`config.mk`:
```
export PLATFORM = sky130hd
export DESIGN_NAME = prga
export DESIGN_NICKNAME = d
export VERILOG_FILES = /design/src/rtl/prga.sv
export SDC_FILE = /design/constraint.sdc
export NUM_CORES = 1
export LEC_CHECK = 0
export CORE_MARGIN = 10
export CORE_UTILIZATION = 60
export DETAILED_ROUTE_END_ITERATION = 12
export PLACE_DENSITY = 0.85
export SYNTH_ARGS = -nofsm -noshare
export SYNTH_HDL_FRONTEND = slang
export SYNTH_SLANG_ARGS = --single-unit
```
`constraint.sdc`:
```
create_clock -name clk -period 5 [get_ports clk]
set_input_delay 1.5 -clock clk [delete_from_list [all_inputs] [get_ports clk]]
set_output_delay 1.5 -clock clk [all_outputs]
set_load 0.01 [all_outputs]
```
`src/rtl/prga.sv`:
```
// RC4 pseudo-random generation stage.
// Reads the S array left by the key schedule, swaps entries in place and
// decrypts a length-prefixed message from ciphertext memory into plaintext
// memory. All three memories are synchronous-read 256x8.
//
// Every output is registered. The combinational block works out the value
// that each output must hold in the *next* state and registers it. The
// outputs therefore change together with the state register, and an
// asynchronous reset clears them immediately.
// Read data is consumed in each wait state (I_W, J_W, P_W, LEN_W). At that
// point it is already valid, because the address was presented in the
// preceding cycle and is held.
module prga (
  input  logic       clk,
  input  logic       rst_n,
  input  logic       en,
  output logic       rdy,
  output logic [7:0] s_addr,
  input  logic [7:0] s_rddata,
  output logic [7:0] s_wrdata,
  output logic       s_wren,
  output logic [7:0] ct_addr,
  input  logic [7:0] ct_rddata,
  output logic [7:0] pt_addr,
  output logic [7:0] pt_wrdata,
  output logic       pt_wren
);

  typedef enum logic [3:0] {
    ST_IDLE  = 4'd0,
    ST_LEN_A = 4'd1,
    ST_LEN_W = 4'd2,
    ST_LEN_S = 4'd3,
    ST_I_A   = 4'd4,
    ST_I_W   = 4'd5,
    ST_J_A   = 4'd6,
    ST_J_W   = 4'd7,
    ST_SWP1  = 4'd8,
    ST_SWP2  = 4'd9,
    ST_P_A   = 4'd10,
    ST_P_W   = 4'd11,
    ST_OUT   = 4'd12
  } state_t;

  state_t     r_state;
  state_t     w_state_nxt;

  // Algorithm registers
  logic [7:0] r_i,   w_i;
  logic [7:0] r_j,   w_j;
  logic [7:0] r_k,   w_k;
  logic [7:0] r_len, w_len;
  logic [7:0] r_si,  w_si;
  logic [7:0] r_sj,  w_sj;

  // Output registers
  logic       r_rdy,       w_rdy;
  logic [7:0] r_s_addr,    w_s_addr;
  logic [7:0] r_s_wrdata,  w_s_wrdata;
  logic       r_s_wren,    w_s_wren;
  logic [7:0] r_ct_addr,   w_ct_addr;
  logic [7:0] r_pt_addr,   w_pt_addr;
  logic [7:0] r_pt_wrdata, w_pt_wrdata;
  logic       r_pt_wren,   w_pt_wren;

  // Next-state logic and next values for the datapath and outputs; write enables default to idle
  always_comb begin
    w_state_nxt = r_state;
    w_i         = r_i;
    w_j         = r_j;
    w_k         = r_k;
    w_len       = r_len;
    w_si        = r_si;
    w_sj        = r_sj;
    w_s_addr    = r_s_addr;
    w_s_wrdata  = r_s_wrdata;
    w_s_wren    = 1'b0;
    w_ct_addr   = r_ct_addr;
    w_pt_addr   = r_pt_addr;
    w_pt_wrdata = r_pt_wrdata;
    w_pt_wren   = 1'b0;

    case (r_state)
      ST_IDLE: begin
        if (en) begin
          w_state_nxt = ST_LEN_A;
          w_i         = 8'd0;
          w_j         = 8'd0;
          w_k         = 8'd1;
          w_ct_addr   = 8'd0;
        end else begin
          w_state_nxt = ST_IDLE;
        end
      end
      ST_LEN_A: w_state_nxt = ST_LEN_W;
      ST_LEN_W: begin
        // ct[0] is valid now; capture the length and write it as pt[0] in LEN_S
        w_state_nxt = ST_LEN_S;
        w_len       = ct_rddata;
        w_pt_addr   = 8'd0;
        w_pt_wrdata = ct_rddata;
        w_pt_wren   = 1'b1;
      end
      ST_LEN_S: begin
        if (r_len == 8'd0) begin
          w_state_nxt = ST_IDLE;
        end else begin
          w_state_nxt = ST_I_A;
          w_i         = r_i + 8'd1;
          w_s_addr    = r_i + 8'd1;
        end
      end
      ST_I_A: w_state_nxt = ST_I_W;
      ST_I_W: begin
        // S[i] is valid now; form j and address S[j]
        w_state_nxt = ST_J_A;
        w_si        = s_rddata;
        w_j         = r_j + s_rddata;
        w_s_addr    = r_j + s_rddata;
      end
      ST_J_A: w_state_nxt = ST_J_W;
      ST_J_W: begin
        // S[j] is valid now; first swap write puts it at S[i]
        w_state_nxt = ST_SWP1;
        w_sj        = s_rddata;
        w_s_addr    = r_i;
        w_s_wrdata  = s_rddata;
        w_s_wren    = 1'b1;
      end
      ST_SWP1: begin
        w_state_nxt = ST_SWP2;
        w_s_addr    = r_j;
        w_s_wrdata  = r_si;
        w_s_wren    = 1'b1;
      end
      ST_SWP2: begin
        w_state_nxt = ST_P_A;
        w_s_addr    = r_si + r_sj;
        w_ct_addr   = r_k;
      end
      ST_P_A: w_state_nxt = ST_P_W;
      ST_P_W: begin
        // pad byte and ciphertext byte are both valid now
        w_state_nxt = ST_OUT;
        w_pt_addr   = r_k;
        w_pt_wrdata = s_rddata ^ ct_rddata;
        w_pt_wren   = 1'b1;
      end
      ST_OUT: begin
        w_k = r_k + 8'd1;
        if (r_k == r_len) begin
          w_state_nxt = ST_IDLE;
        end else begin
          w_state_nxt = ST_I_A;
          w_i         = r_i + 8'd1;
          w_s_addr    = r_i + 8'd1;
        end
      end
      default: w_state_nxt = ST_IDLE;
    endcase

    w_rdy = (w_state_nxt == ST_IDLE);
  end

  // State register
  always_ff @(posedge clk or negedge rst_n) begin
    if (!rst_n) begin
      r_state <= ST_IDLE;
    end else begin
      r_state <= w_state_nxt;
    end
  end

  // Datapath and output registers, cleared asynchronously by reset
  always_ff @(posedge clk or negedge rst_n) begin
    if (!rst_n) begin
      r_i         <= 8'd0;
      r_j         <= 8'd0;
      r_k         <= 8'd0;
      r_len       <= 8'd0;
      r_si        <= 8'd0;
      r_sj        <= 8'd0;
      r_rdy       <= 1'b1;
      r_s_addr    <= 8'd0;
      r_s_wrdata  <= 8'd0;
      r_s_wren    <= 1'b0;
      r_ct_addr   <= 8'd0;
      r_pt_addr   <= 8'd0;
      r_pt_wrdata <= 8'd0;
      r_pt_wren   <= 1'b0;
    end else begin
      r_i         <= w_i;
      r_j         <= w_j;
      r_k         <= w_k;
      r_len       <= w_len;
      r_si        <= w_si;
      r_sj        <= w_sj;
      r_rdy       <= w_rdy;
      r_s_addr    <= w_s_addr;
      r_s_wrdata  <= w_s_wrdata;
      r_s_wren    <= w_s_wren;
      r_ct_addr   <= w_ct_addr;
      r_pt_addr   <= w_pt_addr;
      r_pt_wrdata <= w_pt_wrdata;
      r_pt_wren   <= w_pt_wren;
    end
  end

  assign rdy       = r_rdy;
  assign s_addr    = r_s_addr;
  assign s_wrdata  = r_s_wrdata;
  assign s_wren    = r_s_wren;
  assign ct_addr   = r_ct_addr;
  assign pt_addr   = r_pt_addr;
  assign pt_wrdata = r_pt_wrdata;
  assign pt_wren   = r_pt_wren;

endmodule

```
m1.png
(3 px per um) Supply wires on this layer in gray.
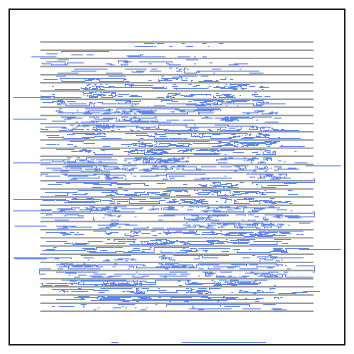
nets with wire on the layer: 542
share of all routed wire: 42%
wire length on this layer: 5,140 um
main direction: horizontal
longest straight run: 45.5 um

m2.png
(2 px per um)
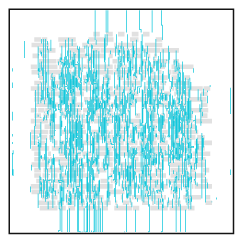
share of all routed wire: 49%
main direction: vertical

m3.png
(3 px per um)
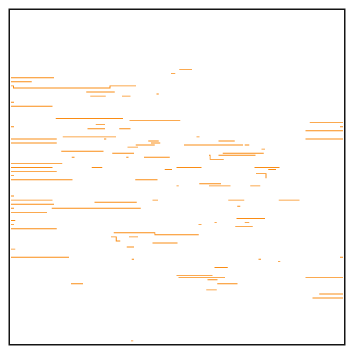
main direction: horizontal
nets with wire on the layer: 73
longest straight run: 32.2 um
wire length on this layer: 732 um

m4.png
(3 px per um) Supply wires on this layer in gray.
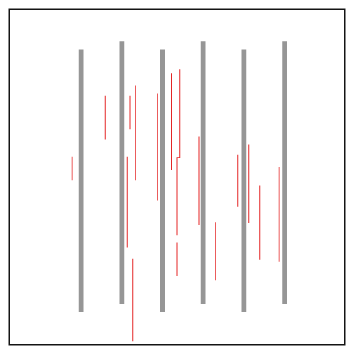
longest straight run: 35.4 um
nets with wire on the layer: 15

==> reports/metrics.yaml <==
most_common_cell: "dfrtp_1"
finalSetupViolations: 0
tns_ns: 0
ys_seq_share_pct: 47.5
crit_top_cell: "a21oi_1"
cts_setup_buffers: 0
crit_start: "s_rddata[0]"
clock_skew_ns: 0.0125
async_flop_share_pct: 100
mux_share_pct: 4.20
num_vias: 4083
clk_pin_slew_ns: 0.09
slew_headroom_pct: 13.4
fmax_ghz: 0.285
ys_sh_xor_pct: 3.85
cts_hold_buf: 0
drt_iter0_markers: 269
wirelength_mm: 12.3
post-route-util_pct: 71.3
ff2ff_path_depth: 6
netlist-cell-type-count: 67
critical_path.cell_chain: "clkdlybuf4s50_1 > ha_1 > inv_1 > fa_1 > nor2b_1 > nor3_1 > o21bai_1 > a21oi_1 > xnor2_1 > a21oi_1 > o21ai_1"
yosys-top-cells-area: "dfrtp_1 (47%), nand2_1 (4.9%), ha_1 (4.0%)"
topCombFamilyByArea: "AND-OR/OR-AND gates"
antenna_found_initial: 0
ctsResizeCount: 0
antenna_left: 0
dp.cells: 640
worst_slack_ns: 1.49
status: "completed"
hold-path-cell-count: 2
synthCells: 489
timing.final.hold_violations: 0
regArea_um2: 2380
busiest_layer: "met2"
crit_required_ns: 5.29
crit_family: "adder cells"
setup.worst_path.end: "s_addr[6]$_DFFE_PN0P_"
top_cells_by_count: "dfrtp_1 (94), nand2_1 (65), nor2_1 (41)"
io-pin-count: 62
ys_ff: 95
cts-root-buf: "clkbuf_8"
wl_met1_mm: 5.14
cap_viol_max_count: 0
rr_startpoint: "r_state[3]$_DFF_PN0_"
path_max_fanout: 6
place_ws_ns: 1.17
grt_pass1_vias: 4290
core_um2: 8180
grt_pass1_wl_mm: 21.1
warning_count: 26
synth.net_count: 526
synthSimpleGateAreaFrac_pct: 16.7
stdcell_area_um2: 5830
p_leak_nw: 2.60
yosys_area_um2: 5000
slowest_stage: "clkdlybuf4s50_1"
drtPass1Iterations: 5
reg2reg_slack_ns: 2.34
synth-edff-count: 0
crit_arrival_ns: 3.81
clk_latency_ns: 0.37
grt_use_met2_pct: 32.7
dieWidth_um: 111
portBuffers: 61
ys_cells: 489
avgRoutedWirePerCell_um: 18.8
area_delta_synth_final_pct: 16.5
crit_cells: 11
worst_pin_slew_ns: 1.29
rsz0062_at_grt: "no"
cp_num_buf_inv: 2
place_congestion: 0.929
fp.dieH_um: 111
avgSynthCellArea_um2: 10.2
gr-usage-met3_pct: 5.25
ff_type: "dfrtp_1"
power_density_nw_per_um2: 614
grt_use_total_pct: 20.2
cts_sinks: 95
power_mw: 3.58
max_stage_delay_ns: 0.57
hold_start: "s_wrdata[0]$_DFFE_PN0P_"
min_path_type: "register to register"
path_class: "input port to register"
largest_area_cell: "dfrtp_1"
worstHoldEndpoint: "s_wrdata[0]$_DFFE_PN0P_"
r2r-end: "s_addr[5]$_DFFE_PN0P_"
peakVddDrop_uv: 295
yosysWarnings: 0
## placed cells by master (no fill, tap or decap), drive strengths merged, types with 10 or more instances in the layout
cell type,Yosys,final
nand2,67,67
o21ai,34,34
inv,12,13
clkbuf,6,10
a21oi,17,17
xor2,14,14
clkdlybuf4s50,0,60
ha,16,16
nand3,20,20
nor2,44,44
dfrtp,94,94
a22o,21,21
mux2,16,16
## area by class of cell
cell class,count,area share (%)
inverters,12,0.773
flip-flops and latches,95,40.8
repair buffers,66,11.1
well taps,105,2.25
clock inverters,6,0.795
multi-input cells,362,42.1
clock buffers,10,2.19
## report_power, final
| group | switching [mW] | internal [mW] |
|---|---|---|
| clock network | 0.283 | 0.184 |
| registers | 0.303 | 1.07 |
| logic | 0.906 | 0.836 |
